==> src/rtl/kmeans_k2n2_centroid_update.sv <==
// -----------------------------------------------------------------------------
// kmeans_k2n2_centroid_update
//
// Centroid-update stage of a k=2, n=2 k-means datapath. Classified points are
// accumulated into per-cluster sums and counts. After the last point of a
// pass, a single shared restoring divider computes the four means one after
// another (k0_d0, k0_d1, k1_d0, k1_d1). The new centroids are then committed
// in one cycle, and done pulses for that cycle.
//
// Optional feature macro: KMEANS_ROUND_EN
//   undefined : truncating mean, SW divider cycles per operand
//   defined   : round-half-up mean (sum + count/2), SW+1 cycles per operand,
//               result clamped to 2^data_width-1
//
// Ports:
//   clk                        rising-edge clock
//   rst                        asynchronous active-low reset
//   start                      pulse: clear accumulators and err (ACCUM only)
//   in_valid / in_ready        point handshake (in_ready high only in ACCUM)
//   in_d0, in_d1               point coordinates
//   in_cluster                 assigned cluster (0 or 1)
//   in_last                    final point of the pass
//   k0_d0..k1_d1               current centroids (registered)
//   done                       one-cycle pulse when centroids are committed
//   converged                  new centroids equal previous; held until next done
//   err                        sticky: point dropped because the pass was full
// -----------------------------------------------------------------------------
module kmeans_k2n2_centroid_update #(
  parameter int data_width               = 8,
  parameter int input_data_qty_bit_width = 8,
  parameter int input_data_qty           = 256,
  parameter int k0_d0_initial            = 0,
  parameter int k0_d1_initial            = 0,
  parameter int k1_d0_initial            = 1,
  parameter int k1_d1_initial            = 1
) (
  input  logic                  clk,
  input  logic                  rst,
  input  logic                  start,
  input  logic                  in_valid,
  output logic                  in_ready,
  input  logic [data_width-1:0] in_d0,
  input  logic [data_width-1:0] in_d1,
  input  logic                  in_cluster,
  input  logic                  in_last,
  output logic [data_width-1:0] k0_d0,
  output logic [data_width-1:0] k0_d1,
  output logic [data_width-1:0] k1_d0,
  output logic [data_width-1:0] k1_d1,
  output logic                  done,
  output logic                  converged,
  output logic                  err
);

  localparam int SW = data_width + input_data_qty_bit_width;
  localparam int CW = input_data_qty_bit_width + 1;
`ifdef KMEANS_ROUND_EN
  localparam int DVW = SW + 1;
`else
  localparam int DVW = SW;
`endif
  localparam int BCW = $clog2(DVW);
  localparam logic [BCW-1:0] LAST_BIT = BCW'(DVW - 1);
  localparam logic [CW:0]    QTY      = (CW+1)'(input_data_qty);
  localparam logic [DVW-1:0] MAX_MEAN = DVW'((2 ** data_width) - 1);

  localparam logic [1:0] ACCUM  = 2'd0;
  localparam logic [1:0] DIV    = 2'd1;
  localparam logic [1:0] COMMIT = 2'd2;

  // Converts a raw quotient into a centroid component; an empty cluster
  // keeps its previous position instead of using the divide-by-zero result.
  function automatic logic [data_width-1:0] f_to_centroid(
    input logic [DVW-1:0]        quot,
    input logic [CW-1:0]         cnt,
    input logic [data_width-1:0] old
  );
    logic [data_width-1:0] res;
    if (cnt == '0) begin
      res = old;
    end else if (quot > MAX_MEAN) begin
      res = '1;
    end else begin
      res = quot[data_width-1:0];
    end
    return res;
  endfunction

  logic [1:0]            r_state;
  logic [1:0]            w_next_state;
  logic                  r_in_ready;
  logic [SW-1:0]         r_sum0_d0, r_sum0_d1, r_sum1_d0, r_sum1_d1;
  logic [CW-1:0]         r_cnt0, r_cnt1;
  logic                  r_err;
  logic [BCW-1:0]        r_bit_cnt;
  logic [1:0]            r_op_idx;
  logic [CW-1:0]         r_rem;
  logic [DVW-2:0]        r_quot;
  logic [data_width-1:0] r_res0, r_res1, r_res2;
  logic [data_width-1:0] r_k0_d0, r_k0_d1, r_k1_d0, r_k1_d1;
  logic                  r_done, r_converged;

  logic [CW:0]           w_total;
  logic                  w_full, w_accept, w_take, w_drop;
  logic                  w_div_last_bit, w_div_done;
  logic [SW-1:0]         w_sum_sel;
  logic [CW-1:0]         w_cnt_sel;
  logic [data_width-1:0] w_old_sel;
  logic [DVW-1:0]        w_dividend;
  logic                  w_dvd_bit;
  logic [CW:0]           w_rem_shift;
  logic                  w_qbit;
  logic [CW-1:0]         w_rem_next;
  logic [DVW-1:0]        w_quot_next;
  logic [data_width-1:0] w_res_cur;

  // Handshake qualification: start always wins over a same-cycle point.
  always_comb begin
    w_total        = {1'b0, r_cnt0} + {1'b0, r_cnt1};
    w_full         = (w_total >= QTY);
    w_accept       = (r_state == ACCUM) && in_valid;
    w_take         = w_accept && !start && !w_full;
    w_drop         = w_accept && !start && w_full;
    w_div_last_bit = (r_state == DIV) && (r_bit_cnt == LAST_BIT);
    w_div_done     = w_div_last_bit && (r_op_idx == 2'd3);
  end

  // Next-state logic of the ACCUM -> DIV -> COMMIT sequence.
  always_comb begin
    w_next_state = r_state;
    case (r_state)
      ACCUM: begin
        if (w_accept && !start && in_last) begin
          w_next_state = DIV;
        end else begin
          w_next_state = ACCUM;
        end
      end
      DIV: begin
        if (w_div_done) begin
          w_next_state = COMMIT;
        end else begin
          w_next_state = DIV;
        end
      end
      COMMIT:  w_next_state = ACCUM;
      default: w_next_state = ACCUM;
    endcase
  end

  // State register and registered ready flag.
  always_ff @(posedge clk or negedge rst) begin
    if (!rst) begin
      r_state    <= ACCUM;
      r_in_ready <= 1'b1;
    end else begin
      r_state    <= w_next_state;
      r_in_ready <= (w_next_state == ACCUM);
    end
  end

  // Per-cluster sums/counts and the sticky overflow flag.
  always_ff @(posedge clk or negedge rst) begin
    if (!rst) begin
      r_sum0_d0 <= '0; r_sum0_d1 <= '0; r_sum1_d0 <= '0; r_sum1_d1 <= '0;
      r_cnt0    <= '0; r_cnt1    <= '0;
      r_err     <= 1'b0;
    end else begin
      case (r_state)
        ACCUM: begin
          if (start) begin
            r_sum0_d0 <= '0; r_sum0_d1 <= '0; r_sum1_d0 <= '0; r_sum1_d1 <= '0;
            r_cnt0    <= '0; r_cnt1    <= '0;
            r_err     <= 1'b0;
          end else if (w_take) begin
            if (in_cluster) begin
              r_sum1_d0 <= r_sum1_d0 + SW'(in_d0);
              r_sum1_d1 <= r_sum1_d1 + SW'(in_d1);
              r_cnt1    <= r_cnt1 + CW'(1'b1);
            end else begin
              r_sum0_d0 <= r_sum0_d0 + SW'(in_d0);
              r_sum0_d1 <= r_sum0_d1 + SW'(in_d1);
              r_cnt0    <= r_cnt0 + CW'(1'b1);
            end
          end else if (w_drop) begin
            r_err <= 1'b1;
          end else begin
            r_err <= r_err;
          end
        end
        COMMIT: begin
          r_sum0_d0 <= '0; r_sum0_d1 <= '0; r_sum1_d0 <= '0; r_sum1_d1 <= '0;
          r_cnt0    <= '0; r_cnt1    <= '0;
        end
        default: begin
          r_err <= r_err;
        end
      endcase
    end
  end

  // Operand selection for the shared divider; sums stay frozen during DIV,
  // so the dividend bits are read straight from the accumulators.
  always_comb begin
    case (r_op_idx)
      2'd0:    begin w_sum_sel = r_sum0_d0; w_cnt_sel = r_cnt0; w_old_sel = r_k0_d0; end
      2'd1:    begin w_sum_sel = r_sum0_d1; w_cnt_sel = r_cnt0; w_old_sel = r_k0_d1; end
      2'd2:    begin w_sum_sel = r_sum1_d0; w_cnt_sel = r_cnt1; w_old_sel = r_k1_d0; end
      default: begin w_sum_sel = r_sum1_d1; w_cnt_sel = r_cnt1; w_old_sel = r_k1_d1; end
    endcase
`ifdef KMEANS_ROUND_EN
    w_dividend = {1'b0, w_sum_sel} + DVW'(w_cnt_sel >> 1);
`else
    w_dividend = w_sum_sel;
`endif
  end

  // One restoring step per cycle, dividend consumed MSB first.
  always_comb begin
    w_dvd_bit   = w_dividend[LAST_BIT - r_bit_cnt];
    w_rem_shift = {r_rem, w_dvd_bit};
    w_qbit      = (w_rem_shift >= {1'b0, w_cnt_sel});
    if (w_qbit) begin
      w_rem_next = CW'(w_rem_shift - {1'b0, w_cnt_sel});
    end else begin
      w_rem_next = w_rem_shift[CW-1:0];
    end
    w_quot_next = {r_quot, w_qbit};
    w_res_cur   = f_to_centroid(w_quot_next, w_cnt_sel, w_old_sel);
  end

  // Divider sequencing: the next operand starts right after the last bit.
  always_ff @(posedge clk or negedge rst) begin
    if (!rst) begin
      r_bit_cnt <= '0;
      r_op_idx  <= 2'd0;
      r_rem     <= '0;
      r_quot    <= '0;
    end else if (r_state == DIV) begin
      if (w_div_last_bit) begin
        r_bit_cnt <= '0;
        r_op_idx  <= r_op_idx + 2'd1;
        r_rem     <= '0;
        r_quot    <= '0;
      end else begin
        r_bit_cnt <= r_bit_cnt + BCW'(1'b1);
        r_rem     <= w_rem_next;
        r_quot    <= w_quot_next[DVW-2:0];
      end
    end else begin
      r_bit_cnt <= '0;
      r_op_idx  <= 2'd0;
      r_rem     <= '0;
      r_quot    <= '0;
    end
  end

  // Holds the first three results until the fourth one is ready.
  always_ff @(posedge clk or negedge rst) begin
    if (!rst) begin
      r_res0 <= '0; r_res1 <= '0; r_res2 <= '0;
    end else if (w_div_last_bit) begin
      case (r_op_idx)
        2'd0:    r_res0 <= w_res_cur;
        2'd1:    r_res1 <= w_res_cur;
        2'd2:    r_res2 <= w_res_cur;
        default: r_res2 <= r_res2;
      endcase
    end else begin
      r_res0 <= r_res0;
    end
  end

  // Centroid commit: all four values update together, visible with done.
  always_ff @(posedge clk or negedge rst) begin
    if (!rst) begin
      r_k0_d0     <= data_width'(k0_d0_initial);
      r_k0_d1     <= data_width'(k0_d1_initial);
      r_k1_d0     <= data_width'(k1_d0_initial);
      r_k1_d1     <= data_width'(k1_d1_initial);
      r_done      <= 1'b0;
      r_converged <= 1'b0;
    end else if (w_div_done) begin
      r_k0_d0     <= r_res0;
      r_k0_d1     <= r_res1;
      r_k1_d0     <= r_res2;
      r_k1_d1     <= w_res_cur;
      r_done      <= 1'b1;
      r_converged <= (r_res0 == r_k0_d0) && (r_res1 == r_k0_d1) &&
                     (r_res2 == r_k1_d0) && (w_res_cur == r_k1_d1);
    end else begin
      r_done      <= 1'b0;
    end
  end

  assign in_ready  = r_in_ready;
  assign k0_d0     = r_k0_d0;
  assign k0_d1     = r_k0_d1;
  assign k1_d0     = r_k1_d0;
  assign k1_d1     = r_k1_d1;
  assign done      = r_done;
  assign converged = r_converged;
  assign err       = r_err;

endmodule

==> config.mk <==
export PLATFORM = sky130hd
export DESIGN_NAME = kmeans_k2n2_centroid_update
export DESIGN_NICKNAME = d
export VERILOG_FILES = /design/src/rtl/kmeans_k2n2_centroid_update.sv
export SDC_FILE = /design/constraint.sdc
export NUM_CORES = 1
export LEC_CHECK = 0
export CORE_AREA = 2 2 134 136
export CTS_CLUSTER_DIAMETER = 80
export DETAILED_ROUTE_END_ITERATION = 8
export DIE_AREA = 0 0 136 138
export PLACE_DENSITY = 0.79
export SLEW_MARGIN = 25
export SYNTH_ARGS = -nofsm -noshare
export SYNTH_HDL_FRONTEND = slang
export SYNTH_SLANG_ARGS = --single-unit
==> constraint.sdc <==
create_clock -name clk -period 5.2 [get_ports clk]
set_input_delay 1.56 -clock clk [delete_from_list [all_inputs] [get_ports clk]]
set_output_delay 1.56 -clock clk [all_outputs]
set_load 0.005 [all_outputs]
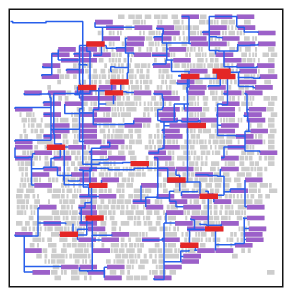
(images/clock_map.png)
Scale: 2 px per µm.
[red] cells driving clock nets | count: 17
[blue] clock wires | length: 2100 µm
[purple] flip-flops | count: 174
flops lie: all over the die
routed clock nets: 18

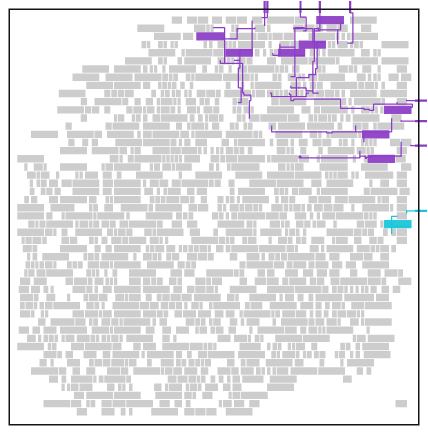
(images/port_nets.png)
Scale: 3 px per µm.
[purple] k0_d1 | bits: 8 | direction: output | end cells: 8 | buffers: 8 | wire: 440 µm
[cyan] err | bits: 1 | direction: output | end cells: 1 | buffers: 1 | wire: 18.4 µm
# IOs: 58
IO buf count: 57

==> impl_metrics.csv <==
group,metric,value,unit
finish,seq_cell_count,174,
critical_path,cp.required,5.50,ns
pwr,power.group.top,"combinational logic",
place,hpwlAfterDp,18.0,mm
routing,detailroute.wirelength.met2,12.0,mm
synthesis,synthAoiAreaFrac,16.6,%
finish,areaGrowthSynthToFinish,13.8,%
synthesis,synth_dominant_cell_count,"sky130_fd_sc_hd__nand2_1",
routing,wl_final,25.6,mm
synthesis,syn_avg_cell_area,9.12,µm²
synthesis,ys_top_cells_by_count,"196 x sky130_fd_sc_hd__nand2_1, 171 x sky130_fd_sc_hd__dfrtp_1, 103 x sky130_fd_sc_hd__nor2_1",
die,die_x,136,µm
place,post_placement_cell_count,1374,
routing,met3_wire_length,1.76,mm
sta,rsz_0062_raised_after_global_routing,"false",
cts,clock_tree.root_cell,"sky130_fd_sc_hd__clkbuf_16",
cts,cts-root-to-sink-buffers,2,
min_path,timing.hold.worst.class,"reg -> reg",
routing,detailroute.via_count,8762,
cts,clock_latency,0.45,ns
finish,number_of_fill_cells_in_the_layout,1382,
finish,top_area_cell_class,"combinational gates",
pwr,cellLeakagePower,0.00546,µW
finish,seq_area_share,37.5,%
pwr,total_power,5460,µW
finish,layout.clock_buffers,17,
synthesis,simple_gate_area_share,19.5,%
finish,final_layout_size_suffix_gt1_share,6.37,%
finish,fraction_of_area_in_non_clock_buffers,5.85,%
critical_path,worst_path_largest_cell_delay,0.61,ns
place,place_congestion,0.919,
pwr,power.share.sequential,35.3,%
critical_path,end_kind,"flip-flop",
routing,firstDrtPassIters,6,
synthesis,synthesis.instances,1122,
cts,postCtsSetupRepairBufs,0,
cts,cts-htree-levels,4,
synthesis,synthesis.area,10200,µm²
pwr,power_clock,1280,µW
pwr,power_density,469,nW/µm²
pwr,worst_ir_drop_on_vdd,0.282,mV
die,die_h,138,µm
routing,final_ant_viol_nets,0,
place,placed_area,11000,µm²
synthesis,enable_flop_cells,0,
grt,track_usage,28.9,%
cts,cts_num_sinks,174,
sta,max_clock_freq,214,MHz
cts,number_of_gates_given_a_new_drive_strength_after_cts,0,
routing,wirelength_met1,11.5,mm
finish,most-common-layout-cells,"196 x sky130_fd_sc_hd__nand2_1, 171 x sky130_fd_sc_hd__dfrtp_1, 100 x sky130_fd_sc_hd__nor2_1",
routing,drt_iter0_markers,941,
sta,setup_slack,0.520,ns
pwr,clock_power_share,23.4,%
sta,hold_viol,0,
pwr,comb_power_share,41.3,%
sta,post_layout_min_period,4.68,ns
die,tapcell.inserted,229,
pwr,seq_cell_power,1930,µW
critical_path,worst_setup_path_startpoint,"r_op_idx[0]",
sta,worst_slew_margin_rel,35.3,%
job,max_cap_viol_count,0,
finish,finish.cell_count_without_fillers,1407,
critical_path,r2r_start,"r_op_idx[0]",
grt,grt_util_met3,4.73,%
critical_path,path_delay_family,"AND-OR/OR-AND gates",
sta,final.setup.tns,0,ns
pwr,cell_internal_pwr,3210,µW
synthesis,synth-warning-count,0,
grt,largest_net_degree_at_the_start_of_global_routing,86,
finish,combinational_gate_area,5620,µm²
die,floorplan.initialDensity,58.3,%
synthesis,syn_nets,1206,
cts,clk_pin_slew,0.07,ns
finish,multiInputCombCellCount,877,
die,floorplan.die_area,18800,µm²
sta,maxSlewViolCount,0,
finish,nNonClkBuffers,71,
critical_path,reg_to_reg_critical_path_endpoint,"r_res2[0]",
critical_path,arrival,4.98,ns
critical_path,worst-r2r-setup-slack,0.52,ns
synthesis,top_cell_type_s_share_of_synthesized_area,41.8,%
grt,antenna_found_initial,0,
cts,cts_inserted_buffers,17,
synthesis,adder_share,7.95,%
critical_path,crit_path_start_kind,"flip-flop",
critical_path,timing.critical_path.to,"r_res2[0]",
synthesis,synth.comb.largest_family,"simple AND/OR/NAND/NOR gates",
place,dp_worst_setup_slack,0.389,ns
min_path,whs_path_depth,1,
synthesis,largest_area_cell,"sky130_fd_sc_hd__dfrtp_1",
synthesis,synthDistinctLibCells,58,
critical_path,timing_worst_setup_path_type,"reg -> reg",
sta,timing_worst_slew_pin_value,0.963,ns
pwr,swShare,41.2,%
finish,area_share_clock_buf_inv,5.13,%
synthesis,ys.flop_type,"sky130_fd_sc_hd__dfrtp_1",
sta,finalCritPeriodShare,90.0,%
finish,sh_comb_area,48.3,%
sta,hold_slack,0.485,ns
synthesis,post_synth_main_area_contributors,"sky130_fd_sc_hd__dfrtp_1 42%, sky130_fd_sc_hd__nand2_1 7.2%, sky130_fd_sc_hd__ha_1 7.0%, sky130_fd_sc_hd__xor2_1 4.5%, sky130_fd_sc_hd__o21ai_0 3.8%",
cts,cts_tree,"done",
grt,first_pass_grt_wire_length,43.1,mm
routing,wl_per_cell,18.2,µm
critical_path,path_depth_of_the_worst_reg2reg_path,16,
critical_path,worstPathCellList,"inv_1 -> ha_2 -> a222oi_1 -> mux2i_1 -> a221o_1 -> o221ai_1 -> nor2b_1 -> ha_1 -> inv_1 -> fa_1 -> nand2_1 -> a21oi_1 -> o41a_1 -> o41a_1 -> o31ai_1 -> o21ai_0",
outcome,run_status,"finished, final reports clean",
synthesis,postSynthRegisterBits,174,
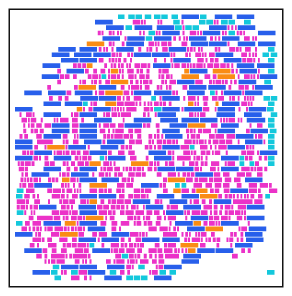
(images/cell_classes.png)
Scale: 2 px per µm.
[magenta] all other logic | cells: 901
[cyan] other buffers and delay cells | cells: 71
[blue] flip-flops | cells: 174
[orange] clock drivers and dummy loads | cells: 32
floorplan core area: 17500 µm²
row count: 49
fraction of the core area covered by cells at the end of the flow: 66.4%
design area: 11600 µm²

Power and IR drop assume default switching activity.
